### config.mk
export PLATFORM = sky130hd
export DESIGN_NAME = sb_incr_initiator
export DESIGN_NICKNAME = d
export VERILOG_FILES = /design/src/rtl/sb_incr_initiator.sv
export SDC_FILE = /design/constraint.sdc
export NUM_CORES = 1
export LEC_CHECK = 0
export ABC_AREA = 1
export ABC_CLOCK_PERIOD_IN_PS = 6400
export CAP_MARGIN = 20
export CORE_AREA = 2 2 247 249
export CTS_BUF_LIST = sky130_fd_sc_hd__clkbuf_4
export CTS_CLUSTER_SIZE = 8
export DETAILED_ROUTE_END_ITERATION = 8
export DIE_AREA = 0 0 249 251
export GPL_TIMING_DRIVEN = 0
export PLACE_DENSITY = 0.66
export SYNTH_ARGS = -nofsm -noshare
export SYNTH_HDL_FRONTEND = slang
export SYNTH_SLANG_ARGS = --single-unit
### constraint.sdc
create_clock -name clk -period 6.4 [get_ports clk]
set_input_delay 1.92 -clock clk [delete_from_list [all_inputs] [get_ports clk]]
set_output_delay 1.92 -clock clk [all_outputs]
set_load 0.005 [all_outputs]
### src/rtl/sb_incr_initiator.sv
// sb_incr_initiator
// Switchboard traffic initiator and checker for the byte-increment loopback
// responder. Sends NPKT patterned packets on TX, checks that every RX response
// carries each byte incremented by one (mod 256), in order, and reports
// pass/fail with counters.
// Build option: define SB_INIT_TERM_EN to send one all-ones terminator packet
// after the last response, before entering DONE.
module sb_incr_initiator #(
  parameter int unsigned DW      = 256,
  parameter int unsigned NPKT    = 16,
  parameter int unsigned MAX_OUT = 4,
  parameter logic [7:0]  SEED    = 8'h00,
  parameter logic [31:0] DEST    = 32'h0
) (
  input  logic          clk,
  input  logic          nreset,
  input  logic          go,
  output logic [DW-1:0] tx_data,
  output logic [31:0]   tx_dest,
  output logic          tx_last,
  output logic          tx_valid,
  input  logic          tx_ready,
  input  logic [DW-1:0] rx_data,
  input  logic [31:0]   rx_dest,
  input  logic          rx_last,
  input  logic          rx_valid,
  output logic          rx_ready,
  output logic          busy,
  output logic          done,
  output logic          pass,
  output logic [15:0]   sent_count,
  output logic [15:0]   recv_count,
  output logic [15:0]   err_count
);

  localparam int unsigned   NB        = DW / 8;
  localparam int unsigned   CW        = 16;
  localparam logic [CW-1:0] NPKT_C    = CW'(NPKT);
  localparam logic [CW-1:0] LAST_C    = CW'(NPKT - 1);
  localparam logic [CW-1:0] MAX_OUT_C = CW'(MAX_OUT);

  typedef enum logic [1:0] {
    S_IDLE = 2'd0,
    S_RUN  = 2'd1,
`ifdef SB_INIT_TERM_EN
    S_TERM = 2'd2,
`endif
    S_DONE = 2'd3
  } state_t;

  state_t        state_q;
  state_t        state_n;

  logic          tx_fire;
  logic          rx_fire;
  logic          rsp_bad;

  logic [CW-1:0] sent_n;
  logic [CW-1:0] recv_n;
  logic [CW-1:0] err_n;
  logic          tx_valid_n;
  logic [DW-1:0] tx_data_n;
  logic [31:0]   tx_dest_n;
  logic          tx_last_n;
  logic          rx_ready_n;
  logic          busy_n;
  logic          done_n;
  logic          pass_n;

  // Packet pattern: byte i = SEED + n + i + ofs, all 8-bit wrapping.
  function automatic logic [DW-1:0] pattern(input logic [CW-1:0] n, input logic [7:0] ofs);
    logic [DW-1:0] p;
    p = '0;
    for (int unsigned i = 0; i < NB; i++) begin
      p[i*8 +: 8] = SEED + n[7:0] + 8'(i) + ofs;
    end
    return p;
  endfunction

  // Saturating error increment.
  function automatic logic [CW-1:0] sat_inc(input logic [CW-1:0] v);
    return (v == {CW{1'b1}}) ? v : CW'(v + CW'(1));
  endfunction

  assign tx_fire = tx_valid && tx_ready;
  assign rx_fire = rx_valid && rx_ready;
  assign rsp_bad = (rx_data != pattern(recv_count, 8'd1)) || (rx_dest != DEST) || !rx_last;

  // State register.
  always_ff @(posedge clk or negedge nreset) begin
    if (!nreset) begin
      state_q <= S_IDLE;
    end else begin
      state_q <= state_n;
    end
  end

  // Next-state logic; run ends when the last expected response is accepted.
  always_comb begin
    state_n = state_q;
    case (state_q)
      S_IDLE: if (go) state_n = S_RUN;
      S_RUN: begin
        if (rx_fire && (recv_count != sent_count) && (recv_count == LAST_C)) begin
`ifdef SB_INIT_TERM_EN
          state_n = S_TERM;
`else
          state_n = S_DONE;
`endif
        end
      end
`ifdef SB_INIT_TERM_EN
      S_TERM: if (tx_fire) state_n = S_DONE;
`endif
      S_DONE: if (go) state_n = S_RUN;
      default: state_n = S_IDLE;
    endcase
  end

  // Next values of counters and registered outputs.
  always_comb begin
    sent_n     = sent_count;
    recv_n     = recv_count;
    err_n      = err_count;
    tx_valid_n = tx_valid;
    tx_data_n  = tx_data;
    tx_dest_n  = tx_dest;
    tx_last_n  = tx_last;

    case (state_q)
      S_IDLE, S_DONE: begin
        if (go) begin
          sent_n = '0;
          recv_n = '0;
          err_n  = '0;
        end
      end
      S_RUN: begin
        if (tx_fire) sent_n = CW'(sent_count + CW'(1));
        if (rx_fire) begin
          if (recv_count == sent_count) begin
            err_n = sat_inc(err_count);
          end else begin
            recv_n = CW'(recv_count + CW'(1));
            if (rsp_bad) err_n = sat_inc(err_count);
          end
        end
      end
      default: ;
    endcase

    // A pending TX packet is held; otherwise the send window is re-evaluated.
    if (state_n == S_RUN) begin
      if (!tx_valid || tx_ready) begin
        tx_valid_n = (sent_n < NPKT_C) && (CW'(sent_n - recv_n) < MAX_OUT_C);
        tx_data_n  = tx_valid_n ? pattern(sent_n, 8'd0) : '0;
        tx_dest_n  = tx_valid_n ? DEST : 32'h0;
        tx_last_n  = tx_valid_n;
      end
`ifdef SB_INIT_TERM_EN
    end else if (state_n == S_TERM) begin
      tx_valid_n = 1'b1;
      tx_data_n  = '1;
      tx_dest_n  = DEST;
      tx_last_n  = 1'b1;
`endif
    end else begin
      tx_valid_n = 1'b0;
      tx_data_n  = '0;
      tx_dest_n  = 32'h0;
      tx_last_n  = 1'b0;
    end

    rx_ready_n = (state_n == S_RUN);
    busy_n     = (state_n != S_IDLE) && (state_n != S_DONE);
    done_n     = (state_n == S_DONE);
    pass_n     = done_n && (err_n == '0);
  end

  // Output and counter registers.
  always_ff @(posedge clk or negedge nreset) begin
    if (!nreset) begin
      tx_valid   <= 1'b0;
      tx_data    <= '0;
      tx_dest    <= 32'h0;
      tx_last    <= 1'b0;
      rx_ready   <= 1'b0;
      busy       <= 1'b0;
      done       <= 1'b0;
      pass       <= 1'b0;
      sent_count <= '0;
      recv_count <= '0;
      err_count  <= '0;
    end else begin
      tx_valid   <= tx_valid_n;
      tx_data    <= tx_data_n;
      tx_dest    <= tx_dest_n;
      tx_last    <= tx_last_n;
      rx_ready   <= rx_ready_n;
      busy       <= busy_n;
      done       <= done_n;
      pass       <= pass_n;
      sent_count <= sent_n;
      recv_count <= recv_n;
      err_count  <= err_n;
    end
  end

endmodule

Fig. 1: selected gate families
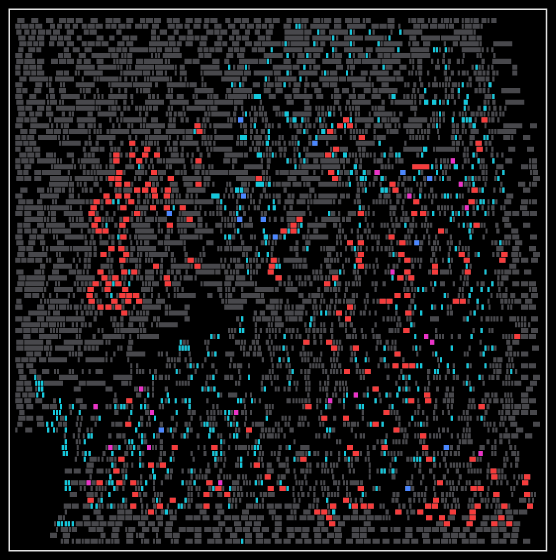
Red is xor and xnor cells, cells 239, most used xor2_1, where all over the die. Cyan is nor cells, cells 461, most used nor2_1, where all over the die. Blue is non-inverting ao/oa cells, cells 13, most used a21o_1. Magenta is and/or cells, cells 19, most used or2_2.
most instantiated logic cell after routing: sky130_fd_sc_hd__nand2_1
combinational fraction of the cell area: 0.461

Fig. 2: metal 3
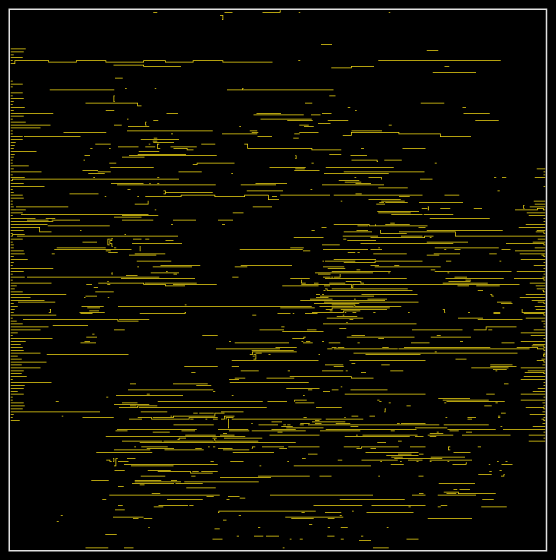
The wires run mostly horizontal. 653 nets have wire on it.
Total Routed Length: 118000 µm
M3 GR Usage: 0.0550
overall via count from detail_route: 27700

Fig. 3: met2 routing
The bar under the picture is 50 µm long.
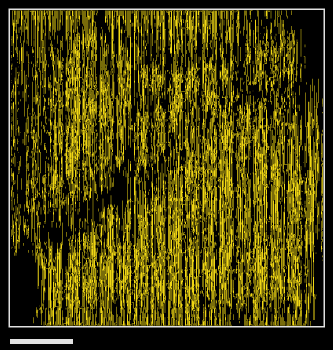
The longest straight run is 114 µm. The layer carries 53.3 mm of wire. 3820 nets have wire on it. The wires run mostly vertical. The layer holds 45% of the routed length.
GR Util met2: 0.600

==> results.toml <==
# generated from flow reports
[outcome]
result_of_the_run = "finished clean"

[route]
drt_pass1_iterations = 6
vias_per_inst = 5.14

[final_layout]
final_area_um2 = 30700
comb.multi_input.count = 2956
count_of_clock_net_buffers_in_the_final_layout = 73
area.combinational_um2 = 14200
drive_gt1_frac = 0.0788
nNonClkBuffers = 869
dominant_cells = "combinational gates"

[floorplanning]
initCoreUtil = 0.382
well_tap_count = 782
die_h_um = 251

[global_route]
antenna_violations_before_repair = 5
global_route_wire_length_before_repair_um = 170000

[synthesis]
yosysChipArea_um2 = 22800
logic_family = "simple AND/OR/NAND/NOR gates"
syn-cell-area_um2 = 22800
yosysTopAreaCellShare = 0.238
edf_count = 0
synth.cellmix.simpleShare = 0.431
cell_types_with_the_largest_area_share_after_synthesis = "sky130_fd_sc_hd__nand2_1, sky130_fd_sc_hd__dfrtp_1, sky130_fd_sc_hd__nand3_1"

[worst_setup_path]
worst_reg2reg_startpoint = "recv_count[4]"
reg2reg_slack_ns = 0.91
crit_chain = "clkdlybuf4s50_1, nor2_2, nor2_2, clkbuf_2, nand2_1, nand2_2, clkbuf_2, ha_1, nor3b_1, nand2_1, nor2_1, nand3_1, nor2_1, nand3_1, nor2_1, nand3_1, nor2_1, nand2_1, nor2_1, nand3_1, nor2_4, buf_2, nand3_1, nand2_1"
critPathCapture = "tx_data[70]"
cp_slowest_stage_delay_ns = 0.49
critPathBufInv = 4
critical_path_class = "primary input to register"

[placement]
post-dp-hpwl_um = 96600
place.gp.congestion = 1.05
place.detailed.instances = 5294

[timing]
final_critical_path_setup_slack_ns = 0.299

[clock_tree]
clock_insertion_delay_worst_skew_ns = 0.77
clkSlewWorstSetupHoldPaths_ns = 0.07

[power_and_ir_drop]
power-top-group = "combinational logic"
Fig. 4: register map, names as in the netlist
The bar under the picture is 50 µm long. Other sequential cells in the stronger grey, the rest of the logic in the fainter grey.
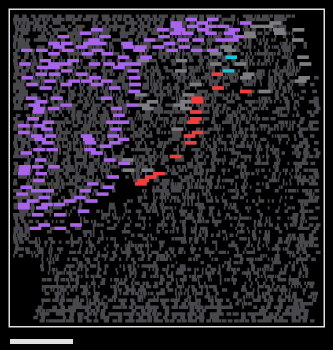
Cyan is state_q, sequential cells 2. Red is recv_count, sequential cells 16. Purple is tx_data, sequential cells 158.
Another 37 sequential cells are not coloured.
sequential cell area in the final layout: 5330 µm²
share of the final layout cell area in sequential cells: 0.174

Fig. 5: congestion heat map
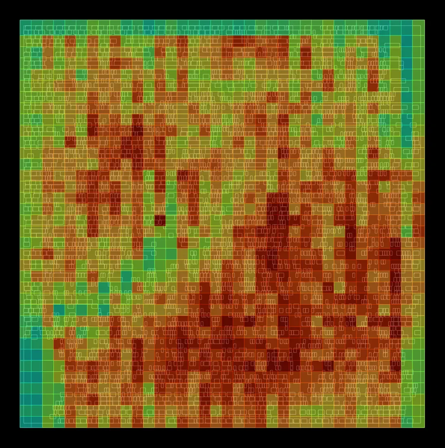
GRT Resource Usage Total: 0.365
routing layer with the top usage in global route: met2
average wire per cell in the routed design: 21.8 µm

## sequential cells by signal, summed over array words and instances (netlist names)
name and count:
tx_data 158, rx_ready 1, err_count 16, done 1
recv_count 16, pass 1, sent_count 16, busy 1
tx_valid 1, state_q 2
## worst min-delay path by stage
stage | startpoint | endpoint | slack [ns]
floorplan | tx_data[100] | tx_data[100] | 0.47
global placement | tx_data[172] | tx_data[172] | 0.46
detailed placement | tx_data[172] | tx_data[172] | 0.46
CTS | tx_data[77] | tx_data[77] | 0.49
global route | tx_data[190] | tx_data[190] | 0.51
finish | tx_data[77] | tx_data[77] | 0.49
## metal layers
layer,global-route usage,routed length (µm),vias up
met2,0.600,53300,1427
met3,0.0550,9240,317
met4,0.198,7300,2
li1,-,-,13200
met1,0.461,47900,12700
met5,0,13,-
Power is estimated from default activity; no workload was simulated.
